File: src/rtl/stalling_data_memory_pkg.sv
// Shared types and defaults for the stalling data memory and its helpers.
package stalling_data_memory_pkg;

    typedef enum logic [1:0] {
        IDLE = 2'd0,
        BUSY = 2'd1,
        DONE = 2'd2
    } state_t;

    localparam int DEF_BASE_ADDR  = 1024;
    localparam int DEF_DEPTH      = 64;
    localparam int DEF_DATA_WIDTH = 32;

    // Smallest n with 2**n >= v; clog2(1) is 0.
    function automatic int clog2(input int v);
        int n;
        n = 0;
        while ((1 << n) < v) n++;
        return n;
    endfunction

endpackage

File: src/rtl/stalling_data_memory_if.sv
// Pipeline-to-memory bus: the MEM stage drives requests, the memory answers with ready.
interface stalling_data_memory_if #(
    parameter int DATA_WIDTH = 32,
    parameter int ADDR_WIDTH = 32
);
    logic [ADDR_WIDTH-1:0] addr;
    logic [DATA_WIDTH-1:0] write_data;
    logic                  mem_read;
    logic                  mem_write;
    logic [DATA_WIDTH-1:0] read_data;
    logic                  ready;
    logic                  addr_err;

    modport master (
        output addr, write_data, mem_read, mem_write,
        input  read_data, ready, addr_err
    );

    modport slave (
        input  addr, write_data, mem_read, mem_write,
        output read_data, ready, addr_err
    );
endinterface

File: src/rtl/stalling_data_memory_wait_counter.sv
// Loadable down-counter used to time memory wait states; zero_o flags expiry.
module wait_counter #(
    parameter int W = 3
) (
    input  logic         clk,
    input  logic         rst,
    input  logic         load_i,
    input  logic [W-1:0] load_value_i,
    input  logic         dec_i,
    output logic         zero_o
);
    logic [W-1:0] count_q;

    // Load wins over decrement; the counter parks at zero rather than wrapping.
    always_ff @(posedge clk or posedge rst) begin
        if (rst)                       count_q <= '0;
        else if (load_i)               count_q <= load_value_i;
        else if (dec_i && !zero_o)     count_q <= count_q - W'(1);
    end

    assign zero_o = (count_q == '0);
endmodule

File: src/rtl/stalling_data_memory.sv
// Word-addressed data memory with fixed wait states; ready stalls the pipeline until an access completes.
module stalling_data_memory
    import stalling_data_memory_pkg::*;
#(
    parameter int DATA_WIDTH = DEF_DATA_WIDTH,
    parameter int ADDR_WIDTH = 32,
    parameter int DEPTH      = DEF_DEPTH,
    parameter int BASE_ADDR  = DEF_BASE_ADDR,
    parameter int LATENCY    = 3
) (
    input  logic                  clk,
    input  logic                  rst,
    stalling_data_memory_if.slave bus
);
    localparam int IW = clog2(DEPTH);
    localparam int CW = clog2(LATENCY) + 1;

    state_t                state_q;
    logic [IW-1:0]         idx_q;
    logic                  in_range_q;
    logic                  is_write_q;
    logic [DATA_WIDTH-1:0] wdata_q;
    logic [DATA_WIDTH-1:0] read_data_q;
    logic                  addr_err_q;
    logic [DATA_WIDTH-1:0] mem_q [DEPTH];

    logic                  req;
    logic [ADDR_WIDTH-1:0] off_d;
    logic [ADDR_WIDTH-1:0] word_d;
    logic                  in_range_d;
    logic                  cnt_load;
    logic                  cnt_zero;

    assign req    = bus.mem_read | bus.mem_write;
    // Subtraction wraps below BASE_ADDR, so the lower bound is checked on the raw address.
    assign off_d      = bus.addr - ADDR_WIDTH'(BASE_ADDR);
    assign word_d     = off_d >> 2;
    assign in_range_d = (bus.addr >= ADDR_WIDTH'(BASE_ADDR)) && (word_d < ADDR_WIDTH'(DEPTH));

    assign cnt_load = (state_q == IDLE) && req;

    wait_counter #(.W(CW)) u_wait (
        .clk          (clk),
        .rst          (rst),
        .load_i       (cnt_load),
        .load_value_i (CW'(LATENCY - 1)),
        .dec_i        (state_q == BUSY),
        .zero_o       (cnt_zero)
    );

    always_ff @(posedge clk or posedge rst) begin
        if (rst) begin
            state_q     <= IDLE;
            idx_q       <= '0;
            in_range_q  <= 1'b0;
            is_write_q  <= 1'b0;
            wdata_q     <= '0;
            read_data_q <= '0;
            addr_err_q  <= 1'b0;
            for (int i = 0; i < DEPTH; i++) mem_q[i] <= '0;
        end else begin
            case (state_q)
                IDLE: if (req) begin
                    idx_q      <= word_d[IW-1:0];
                    in_range_q <= in_range_d;
                    is_write_q <= bus.mem_write;
                    wdata_q    <= bus.write_data;
                    state_q    <= BUSY;
                end
                BUSY: if (cnt_zero) begin
                    state_q    <= DONE;
                    addr_err_q <= !in_range_q;
                    if (is_write_q) begin
                        if (in_range_q) mem_q[idx_q] <= wdata_q;
                    end else begin
                        read_data_q <= in_range_q ? mem_q[idx_q] : '0;
                    end
                end
                DONE: begin
                    state_q    <= IDLE;
                    addr_err_q <= 1'b0;
                end
                default: state_q <= IDLE;
            endcase
        end
    end

    assign bus.ready     = ((state_q == IDLE) && !req) || (state_q == DONE);
    assign bus.read_data = read_data_q;
    assign bus.addr_err  = addr_err_q;
endmodule

File: src/flat_wrapper.sv
// flat-port wrapper written by rule: the top's interface ports become plain ports
module stalling_data_memory_flat import stalling_data_memory_pkg::*;
#(
    parameter int DATA_WIDTH = DEF_DATA_WIDTH,
    parameter int ADDR_WIDTH = 32,
    parameter int DEPTH      = DEF_DEPTH,
    parameter int BASE_ADDR  = DEF_BASE_ADDR,
    parameter int LATENCY    = 3
)
  (clk, rst, bus_addr, bus_write_data, bus_mem_read, bus_mem_write, bus_read_data, bus_ready, bus_addr_err);
  stalling_data_memory_if #(.DATA_WIDTH(DATA_WIDTH), .ADDR_WIDTH(ADDR_WIDTH)) bus_i ();
  input  logic clk;
  input  logic rst;
  input wire logic [$bits(bus_i.addr)-1:0] bus_addr;
  input wire logic [$bits(bus_i.write_data)-1:0] bus_write_data;
  input wire logic [$bits(bus_i.mem_read)-1:0] bus_mem_read;
  input wire logic [$bits(bus_i.mem_write)-1:0] bus_mem_write;
  output wire logic [$bits(bus_i.read_data)-1:0] bus_read_data;
  output wire logic [$bits(bus_i.ready)-1:0] bus_ready;
  output wire logic [$bits(bus_i.addr_err)-1:0] bus_addr_err;
  assign bus_i.addr = bus_addr;
  assign bus_i.write_data = bus_write_data;
  assign bus_i.mem_read = bus_mem_read;
  assign bus_i.mem_write = bus_mem_write;
  assign bus_read_data = bus_i.read_data;
  assign bus_ready = bus_i.ready;
  assign bus_addr_err = bus_i.addr_err;
  stalling_data_memory #(.DATA_WIDTH(DATA_WIDTH), .ADDR_WIDTH(ADDR_WIDTH), .DEPTH(DEPTH), .BASE_ADDR(BASE_ADDR), .LATENCY(LATENCY)) u_core (.clk(clk), .rst(rst), .bus(bus_i));
endmodule
File: config.mk
export PLATFORM = sky130hd
export DESIGN_NAME = stalling_data_memory_flat
export DESIGN_NICKNAME = d
export VERILOG_FILES = /design/src/rtl/stalling_data_memory_pkg.sv /design/src/rtl/stalling_data_memory_if.sv /design/src/rtl/stalling_data_memory_wait_counter.sv /design/src/rtl/stalling_data_memory.sv /design/src/flat_wrapper.sv
export SDC_FILE = /design/constraint.sdc
export NUM_CORES = 2
export LEC_CHECK = 0
export CAP_MARGIN = 20
export CORE_UTILIZATION = 31
export DETAILED_ROUTE_END_ITERATION = 10
export PLACE_DENSITY_LB_ADDON = 0.3
export REMOVE_ABC_BUFFERS = 1
export SYNTH_ARGS = -nofsm -noshare
export SYNTH_HDL_FRONTEND = slang
export SYNTH_SLANG_ARGS = --single-unit
File: constraint.sdc
create_clock -name clk -period 70.9 [get_ports clk]
set_clock_uncertainty 0.15 [all_clocks]
set_input_delay 7.09 -clock clk [delete_from_list [all_inputs] [get_ports clk]]
set_output_delay 7.09 -clock clk [all_outputs]
set_load 0.005 [all_outputs]
==> images/m1.png <==
Bar = 200 µm. Supply wires on this layer in grey.
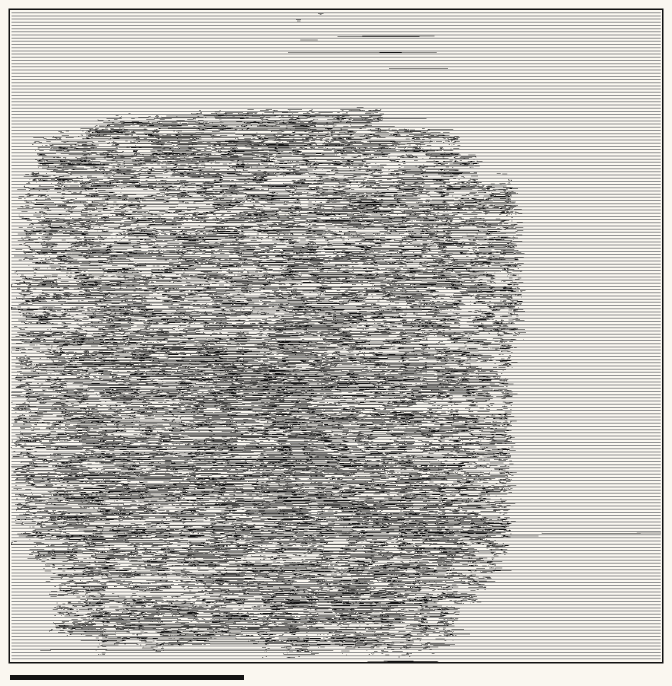
nets with wire on the layer = 6,462
share of all routed wire = 44%

==> images/m3.png <==
Bar = 200 µm.
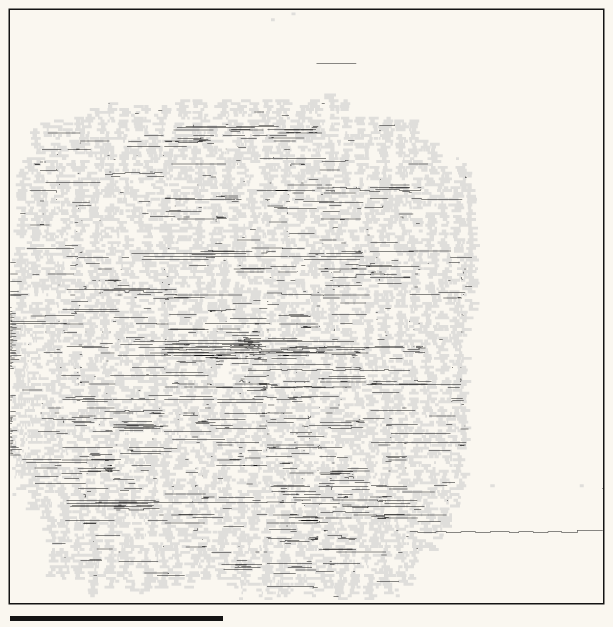
wire length on this layer = 15,800 µm
nets with wire on the layer = 416
share of all routed wire = 5.1%

==> images/clock_nets.png <==
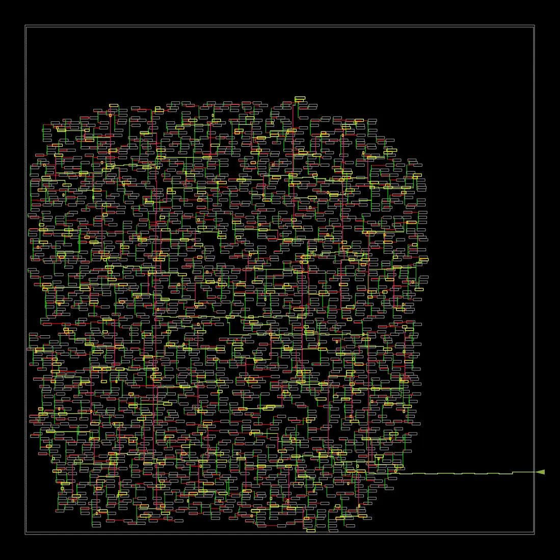
total CTS buffers: 224
clock latency at the later pin of the worst-skew pair: 890 ps

==> images/m2.png <==
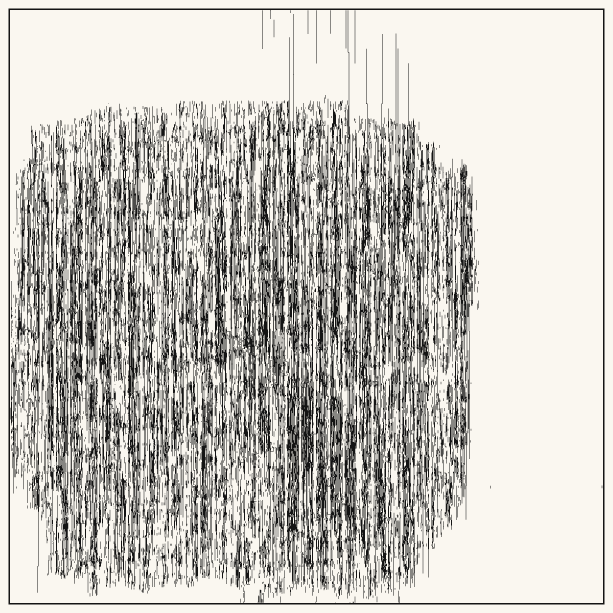
longest straight run = 157 µm
main direction = vertical

==> Changelog: implementation <==
### Implementation results

* Outcome: finished, final reports clean
* Min Tclk post-route at 15,710 ps
* Worst setup margin at 55,190 ps
* CTS root buffer: clkbuf_16
* DP Cell Count at 10,627
* WHS at 333 ps
* Slowest stage delay, CP at 520 ps
* Power per cell area at 31.4 nW/µm²
* Share of cells above drive strength 1 at 38.4%
* Synth area leader: dfrtp_1
* Ys flop type: dfrtp_1
* Tool warnings at 49
* Via count at 61,183
* Comb group at 885 µW
* CP Capture Type: output pin
* Remaining Overflow, GRT at 0
* Final Hold Viols at 0
* Area delta synth->final at 13.3%
* Main area contributors: dfrtp_1, mux2_2, mux2i_1
* WL/cell at 28.3 µm
* P_clk at 1.22 mW
* Power, Total at 3.40 mW
* Pint at 2.15 mW
* Reg power frac at 37.9%
* Peak VDD IR at 0.0461 mV
* Worst min path class: register to register
* First-pass GRT wire length at 455 mm
* Final Util at 35.3%
* Sequential share of the synthesized area at 55.7%
* Top cell excl fill/tap: dfrtp_1
* Antenna violations before repair at 15
* Pre-CTS WS at 55,210 ps
* Wl on met1 at 136 mm
* Top Layer Used: met5
* M1 GR Usage at 26.5%
* Finished layout cell area at 108,000 µm²
* Post-Syn Area at 95,600 µm²
* Unrepaired setup endpoints after global routing: false
* Vias in the first global route at 63,988
* Routability-driven placement congestion ratio at 0.762
* I/O Buffers at 99
* Post-DP HPWL at 170 mm
* H-tree depth at 4
* Warnings from Yosys at 0
* Initial DRC count at 4,804
* Worst-margin pin slew at 1140 ps
* Yosys chip area at 95,600 µm²
* Sequence of cells on the critical path: clkdlybuf4s50_1, nor2_1, nor2_1, nor2_1, clkdlybuf4s50_1
* Critical path type: primary input to output pin
* Cts hold-fix bufs at 0
* # resized after CTS at 0
* Largest net degree at the start of global routing at 183
* Switching share of total power at 36.6%
* DRC errors left at 0
* DRT Wirelength at 312 mm
* TNS Setup at 0 ps
* Max Freq at 63.6 MHz
* Row cnt at 203
* Clock slew at reported path FFs at 60 ps
* Met3 Use GR at 2.92%
* DR pass1 iterations at 5
* Gr busiest metal: met2
* Ys async rst share at 100%
* CTS tree: built
* Synth Area per Inst at 13.6 µm²
[worst paths after layout]
path / end / cells after the start / start / slack [ps]
setup / recovery: bus_ready / 5 / bus_mem_write / 55190
hold / removal: u_core.wdata_q[8] / 2 / u_core.wdata_q[8] / 330
setup reg to reg: u_core.bus.read_data[20] / 9 / u_core.idx_q[2] / 65010
hold reg to reg: u_core.wdata_q[8] / 2 / u_core.wdata_q[8] / 330
max in group asynchronous: u_core.mem_q[1807] / 8 / rst / 59310
min in group asynchronous: u_core.mem_q[695] / 2 / rst / 6630
[worst max-delay path, delay by kind of cell]
| kind | cells | cell delay, ps |
|---|---|---|
| buffers and inverters | 2 | 1000 |
| and+or+nand+nor | 3 | 380 |
[cells by family after synthesis]
| kind of cell | Yosys count | share of synthesized area [%] |
|---|---|---|
| multiplexers | 2578 | 30.5 |
| flip-flops | 2126 | 55.7 |
| AND-OR/OR-AND | 1053 | 7.98 |
| buffers and inverters | 746 | 3.44 |
| AND/OR/NAND/NOR | 506 | 2.35 |
| XOR/XNOR | 3 | 0.0275 |
| adder cells (fa/ha/maj) | 2 | 0.0262 |
[flip-flops by register name (all words and copies together) (netlist names)]
register,flops
u_core.bus.addr_err,1
u_core.state_q,2
u_core.u_wait.count_q,3
u_core.mem_q,2048
u_core.bus.read_data,32
u_core.idx_q,6
u_core.wdata_q,32
u_core.is_write_q,1
u_core.in_range_q,1
[cell type report]
| type | instances | area, µm² |
|---|---|---|
| tap | 4100 | 5130 |
| fill | 29574 | 198000 |
| clock inverter | 86 | 1090 |
| sequential | 2126 | 53300 |
| multi-input combinational | 4142 | 39600 |
| inverter | 5 | 33.8 |
| clock buffer | 333 | 6680 |
| antenna | 8 | 20.0 |
| timing repair buffer | 260 | 2460 |
Power is estimated from default activity; no workload was simulated.
